<file path="src/rtl/uart_world_loader_pkg.sv">
// ============================================================================
// uart_world_loader_pkg : shared state encoding, framing bytes, error bit map
// Rev 1.0
// ============================================================================
`default_nettype none

package uart_world_loader_pkg;

    typedef enum logic [2:0] {
        ST_IDLE  = 3'd0,
        ST_MODE  = 3'd1,
        ST_LOAD  = 3'd2,
        ST_CHECK = 3'd3,
        ST_UPD_X = 3'd4,
        ST_UPD_Y = 3'd5,
        ST_UPD_Z = 3'd6,
        ST_UPD_D = 3'd7
    } loader_state_t;

    localparam logic [7:0] c_sync        = 8'hA5;
    localparam logic [7:0] c_mode_full   = 8'h01;
    localparam logic [7:0] c_mode_update = 8'h02;

    localparam int c_err_csum = 0;
    localparam int c_err_ovf  = 1;
    localparam int c_err_tmo  = 2;

endpackage

`default_nettype wire

</file>
<file path="src/rtl/loader_write_hold.sv">
// ============================================================================
// loader_write_hold : one-entry write holding register with overflow detect
// Rev 1.0
// ============================================================================
`default_nettype none

module loader_write_hold #(
    parameter int X_W       = 6,
    parameter int Y_W       = 6,
    parameter int Z_W       = 4,
    parameter int DATA_BITS = 5
) (
    input  logic                 clk_in,
    input  logic                 rst_in,
    input  logic                 load_in,
    input  logic                 flush_in,
    input  logic                 probe_in,
    input  logic                 ready_in,
    input  logic [X_W-1:0]       x_in,
    input  logic [Y_W-1:0]       y_in,
    input  logic [Z_W-1:0]       z_in,
    input  logic [DATA_BITS-1:0] data_in,
    output logic                 valid_out,
    output logic                 overflow_out,
    output logic [X_W-1:0]       x_out,
    output logic [Y_W-1:0]       y_out,
    output logic [Z_W-1:0]       z_out,
    output logic [DATA_BITS-1:0] data_out
);

    // A new byte can only be taken if the slot is empty or drains this cycle.
    assign overflow_out = probe_in && valid_out && !ready_in;

    always_ff @(posedge clk_in) begin
        if (!rst_in || flush_in) begin
            valid_out <= 1'b0;
            x_out     <= '0;
            y_out     <= '0;
            z_out     <= '0;
            data_out  <= '0;
        end else if (load_in) begin
            valid_out <= 1'b1;
            x_out     <= x_in;
            y_out     <= y_in;
            z_out     <= z_in;
            data_out  <= data_in;
        end else if (ready_in) begin
            valid_out <= 1'b0;
        end
    end

endmodule

`default_nettype wire

</file>
<file path="src/rtl/uart_world_loader.sv">
// ============================================================================
// uart_world_loader : UART packet parser issuing voxel block writes to L3
// Rev 1.0
// ============================================================================
`default_nettype none

module uart_world_loader
    import uart_world_loader_pkg::*;
#(
    parameter int LENGTH     = 64,
    parameter int WIDTH      = 64,
    parameter int HEIGHT     = 16,
    parameter int BLOCK_BITS = 5,
    parameter int TIMEOUT    = 100_000
) (
    input  logic                      clk_in,
    input  logic                      rst_in,
    input  logic [7:0]                byte_in,
    input  logic                      byte_valid_in,
    output logic [$clog2(LENGTH)-1:0] wr_x_out,
    output logic [$clog2(WIDTH)-1:0]  wr_y_out,
    output logic [$clog2(HEIGHT)-1:0] wr_z_out,
    output logic [BLOCK_BITS-1:0]     wr_data_out,
    output logic                      wr_valid_out,
    input  logic                      wr_ready_in,
    output logic                      loaded_out,
    output logic                      busy_out,
    output logic [2:0]                err_out
);

    localparam int X_W = $clog2(LENGTH);
    localparam int Y_W = $clog2(WIDTH);
    localparam int Z_W = $clog2(HEIGHT);
    localparam int T_W = $clog2(TIMEOUT + 1);

    loader_state_t  r_state;
    logic [X_W-1:0] r_x;
    logic [Y_W-1:0] r_y;
    logic [Z_W-1:0] r_z;
    logic [7:0]     r_csum;
    logic [T_W-1:0] r_idle;
    logic           r_loaded;
    logic [2:0]     r_err;

    logic w_active;
    logic w_probe;
    logic w_wr_byte;
    logic w_ovf;
    logic w_load;
    logic w_timeout;

    assign w_active  = (r_state != ST_IDLE);
    assign w_probe   = byte_valid_in && w_active;
    assign w_wr_byte = byte_valid_in && ((r_state == ST_LOAD) || (r_state == ST_UPD_D));
    assign w_load    = w_wr_byte && !w_ovf;
    assign w_timeout = w_active && !byte_valid_in && (r_idle == T_W'(TIMEOUT - 1));

    // Both LOAD and UPD_D write at the coordinates held in r_x/r_y/r_z.
    loader_write_hold #(
        .X_W       (X_W),
        .Y_W       (Y_W),
        .Z_W       (Z_W),
        .DATA_BITS (BLOCK_BITS)
    ) u_hold (
        .clk_in       (clk_in),
        .rst_in       (rst_in),
        .load_in      (w_load),
        .flush_in     (w_timeout),
        .probe_in     (w_probe),
        .ready_in     (wr_ready_in),
        .x_in         (r_x),
        .y_in         (r_y),
        .z_in         (r_z),
        .data_in      (byte_in[BLOCK_BITS-1:0]),
        .valid_out    (wr_valid_out),
        .overflow_out (w_ovf),
        .x_out        (wr_x_out),
        .y_out        (wr_y_out),
        .z_out        (wr_z_out),
        .data_out     (wr_data_out)
    );

    assign loaded_out = r_loaded;
    assign err_out    = r_err;
    assign busy_out   = w_active || wr_valid_out;

    always_ff @(posedge clk_in) begin
        if (!rst_in) begin
            r_state  <= ST_IDLE;
            r_x      <= '0;
            r_y      <= '0;
            r_z      <= '0;
            r_csum   <= '0;
            r_idle   <= '0;
            r_loaded <= 1'b0;
            r_err    <= '0;
        end else begin
            r_err <= '0;
            if (!w_active || byte_valid_in) begin
                r_idle <= '0;
            end else if (r_idle != T_W'(TIMEOUT)) begin
                r_idle <= r_idle + 1'b1;
            end

            if (w_timeout) begin
                r_err[c_err_tmo] <= 1'b1;
                r_state          <= ST_IDLE;
            end else if (byte_valid_in) begin
                if (w_ovf) begin
                    r_err[c_err_ovf] <= 1'b1;
                    r_state          <= ST_IDLE;
                end else begin
                    case (r_state)
                        ST_IDLE: begin
                            if (byte_in == c_sync) r_state <= ST_MODE;
                        end
                        ST_MODE: begin
                            if (byte_in == c_mode_full) begin
                                r_state  <= ST_LOAD;
                                r_loaded <= 1'b0;
                                r_x      <= '0;
                                r_y      <= '0;
                                r_z      <= '0;
                                r_csum   <= '0;
                            end else if (byte_in == c_mode_update) begin
                                r_state <= ST_UPD_X;
                            end else begin
                                r_state <= ST_IDLE;
                            end
                        end
                        ST_LOAD: begin
                            // Raster order: x fastest, then y, then z.
                            r_csum <= r_csum ^ byte_in;
                            r_x    <= r_x + 1'b1;
                            if (&r_x) begin
                                r_y <= r_y + 1'b1;
                                if (&r_y) begin
                                    r_z <= r_z + 1'b1;
                                    if (&r_z) r_state <= ST_CHECK;
                                end
                            end
                        end
                        ST_CHECK: begin
                            if (byte_in == r_csum) r_loaded <= 1'b1;
                            else                   r_err[c_err_csum] <= 1'b1;
                            r_state <= ST_IDLE;
                        end
                        ST_UPD_X: begin
                            r_x     <= byte_in[X_W-1:0];
                            r_state <= ST_UPD_Y;
                        end
                        ST_UPD_Y: begin
                            r_y     <= byte_in[Y_W-1:0];
                            r_state <= ST_UPD_Z;
                        end
                        ST_UPD_Z: begin
                            r_z     <= byte_in[Z_W-1:0];
                            r_state <= ST_UPD_D;
                        end
                        ST_UPD_D: begin
                            r_state <= ST_IDLE;
                        end
                    endcase
                end
            end
        end
    end

endmodule

`default_nettype wire

</file>
<file path="config.mk">
export PLATFORM = sky130hd
export DESIGN_NAME = uart_world_loader
export DESIGN_NICKNAME = d
export VERILOG_FILES = /design/src/rtl/uart_world_loader_pkg.sv /design/src/rtl/loader_write_hold.sv /design/src/rtl/uart_world_loader.sv
export SDC_FILE = /design/constraint.sdc
export NUM_CORES = 1
export LEC_CHECK = 0
export CORE_UTILIZATION = 30
export CTS_CLUSTER_DIAMETER = 60
export DETAILED_ROUTE_END_ITERATION = 7
export PLACE_DENSITY = 0.48
export SETUP_SLACK_MARGIN = 0.4
export SYNTH_ARGS = -nofsm -noshare
export SYNTH_HDL_FRONTEND = slang
export SYNTH_SLANG_ARGS = --single-unit
export TNS_END_PERCENT = 50
</file>
<file path="constraint.sdc">
create_clock -name clk_in -period 2.3 [get_ports clk_in]
set_input_delay 0.23 -clock clk_in [delete_from_list [all_inputs] [get_ports clk_in]]
set_output_delay 0.23 -clock clk_in [all_outputs]
set_load 0.02 [all_outputs]
</file>
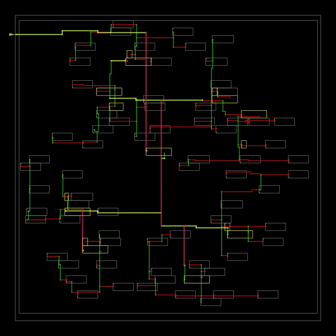
run_1/clock_nets.png
P_clk: 1.25 mW
Seq Cell Count: 70
CTS Buf Count: 9

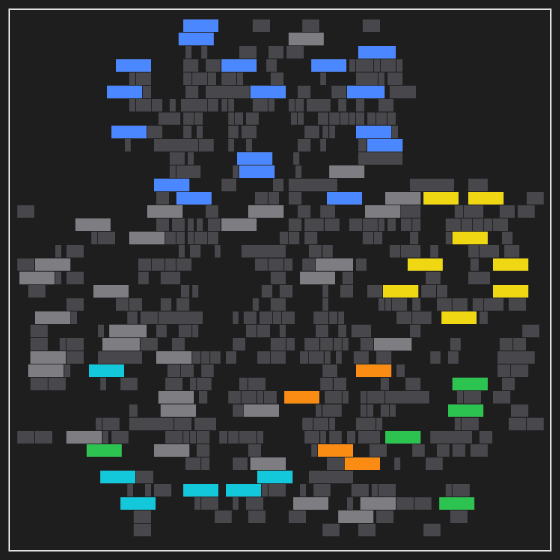
run_1/ff_map.png
Other sequential cells in the stronger grey, the rest of the logic in the fainter grey.
legend:
  r_z:
    colour: orange
    placed_flops: 4
  r_idle:
    colour: blue
    placed_flops: 17
  r_csum:
    colour: yellow
    placed_flops: 8
    where: right middle
  u_hold.data_out:
    colour: green
    placed_flops: 5
    where: bottom right
  u_hold.y_out:
    colour: cyan
    placed_flops: 6

==> impl_metrics.csv, run 1 <==
group,metric,value,unit
yosys,yosysTopAreaCell,"dfxtp_1",
cells_and_area,final_net_count,469,
worst_setup_path,endpoint_kind,"flip-flop",
sta,slew_headroom,0.604,
worst_setup_path,reg2reg_to,"u_hold.y_out[1]$_SDFFE_PP0P_",
min_path,whs_path_depth,4,
power_and_ir_drop,switchingPower,0.566,mW
cells_and_area,largestRegisters,"r_idle x17, r_csum x8",
worst_setup_path,slowest_stage,"clkdlybuf4s50_1",
power_and_ir_drop,power_leader,"the clock network",
sta,min_period_over_period,0.797,
yosys,yosys-top-cells-count,"dfxtp_1 (70), nor2_1 (53), nand2_1 (29)",
yosys,synth-seq-area-share,0.396,
detailed_routing,drt_first_pass_iters,4,
detailed_routing,met1_length,4.78,mm
detailed_routing,ant_nets,0,
power_and_ir_drop,power.share.combinational,0.042,
detailed_routing,drtIter0Drc,121,
cells_and_area,mostFrequentLayoutCells,"dfxtp_1 (64), nor2_1 (52), clkdlybuf4s50_1 (36)",
sta,max_freq,546,MHz
die,fp.dieH,111,um
status,status,"complete, no violations",
die,coreArea,0.0115,mm2
clock_network,clk_path_buf_depth,2,
cells_and_area,largest_class,"multi-input combinational cells",
power_and_ir_drop,pg_seq,1.21,mW
yosys,fp_nets,413,
cells_and_area,syn_to_final_growth,28.5,%
sta,timing.final.hold_violations,0,
min_path,hold_class,"in2reg",
global_route,grt_usage,0.150,
detailed_routing,vias,2965,
cells_and_area,drive_gt1_frac,0.155,
die,die_area,0.0122,mm2
clock_network,clock_latency,0.33,ns
yosys,edf_count,0,
power_and_ir_drop,power.leakage,1.64,nW
placement,placed_cells,577,
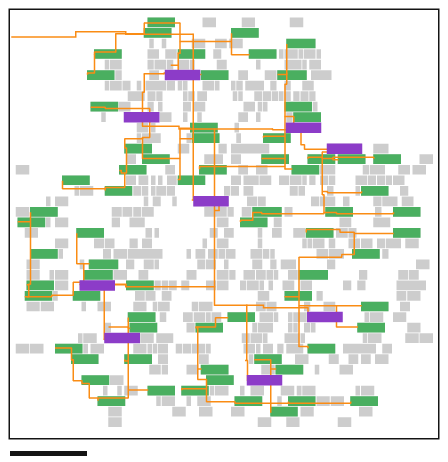
run_1/clock_wires.png
The bar under the picture is 20 um long.
legend:
  clock-net drivers:
    colour: purple
    count: 9
  flip-flops:
    colour: green
    count: 70
  clock wires:
    colour: orange
    length: 1010 um
flops lie: spread over the die

==> run 2, diff against run 1 <==
- clock period: 2.3 -> 1.8 ns (I/O delays scaled with it)
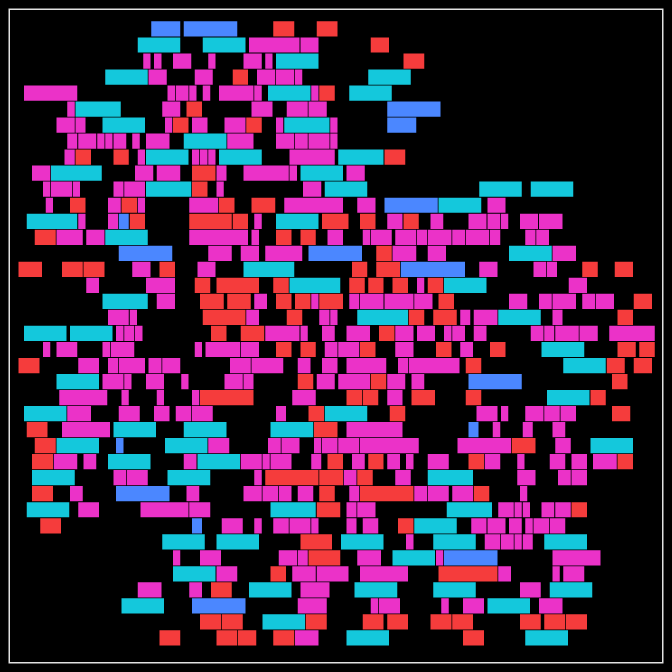
run_2/class_map.png
legend:
  registers:
    colour: cyan
    cells: 70
    share_of_their_area: 26%
  clock drivers and dummy loads:
    colour: blue
    cells: 16
    share_of_their_area: 5.6%
  remaining buffers and delay cells:
    colour: red
    cells: 121
    share_of_their_area: 22%
  remaining logic cells:
    colour: magenta
    cells: 301
    share_of_their_area: 46%

==> run 2 against run 1 <==
Against the previous run:
- global-route usage grew 2.2 points
- clock power is 46% higher
- register-to-register slack got worse by 0.36 ns
- sequential power grew 27%
- sequential share of layout area down 5.3 points
- synthesized cell count did not move
- clock-buffer cell count increased by 1
- largest cell class unchanged
- highest routed layer unchanged
==> impl_metrics.csv, run 2 <==
group,metric,value,unit
cells_and_area,largest_class,"multi-input combinational cells",
detailed_routing,vias,3288,
detailed_routing,drt_first_pass_iters,4,
yosys,async_reset_ff_frac,0,
power_and_ir_drop,power.leakage,2.08,nW
die,fp.dieH,111,um
yosys,fp_nets,413,
worst_setup_path,slowest_stage,"dfxtp_4",
worst_setup_path,worst-path-buf-inv,2,
worst_setup_path,reg2reg_to,"u_hold.x_out[5]$_SDFFE_PP0P_",
detailed_routing,met1_length,5.31,mm
cells_and_area,multi_input_comb_cells,294,
min_path,hold_class,"in2reg",
sta,min_period_over_period,0.938,
cells_and_area,comb_area_frac,0.443,
yosys,synth-seq-area-share,0.396,
clock_network,clock_latency,0.34,ns
detailed_routing,drtIter0Drc,142,
power_and_ir_drop,pg_clk,1.82,mW
status,status,"complete, no violations",
clock_network,cts_buffers,9,
cells_and_area,flop-count,70,
sta,timing.final.hold_violations,0,
sta,slew_violations,0,
yosys,edf_count,0,
worst_setup_path,endpoint_kind,"flip-flop",
power_and_ir_drop,power_leader,"the clock network",
cells_and_area,largestRegisters,"r_idle x17, r_csum x8",
detailed_routing,ant_nets,0,
yosys,yosys-top-cells-count,"dfxtp_1 (70), nor2_1 (53), nand2_1 (29)",
cells_and_area,final_net_count,520,
cells_and_area,final_cells,651,
yosys,yosysTopAreaCell,"dfxtp_1",
die,coreArea,0.0115,mm2
sta,max_freq,592,MHz
power_and_ir_drop,pg_seq,1.54,mW
cells_and_area,stdcell_area,0.00558,mm2
cells_and_area,drive_gt1_frac,0.368,
yosys,logic_family,"simple AND/OR/NAND/NOR gates",
clock_network,clk_path_buf_depth,2,
cells_and_area,seq_area_frac,0.256,
power_and_ir_drop,switchingPower,0.774,mW
power_and_ir_drop,power.share.combinational,0.050,
cells_and_area,syn_to_final_growth,57.4,%
Power figures rest on the tool's default switching activity, not on a simulated workload.
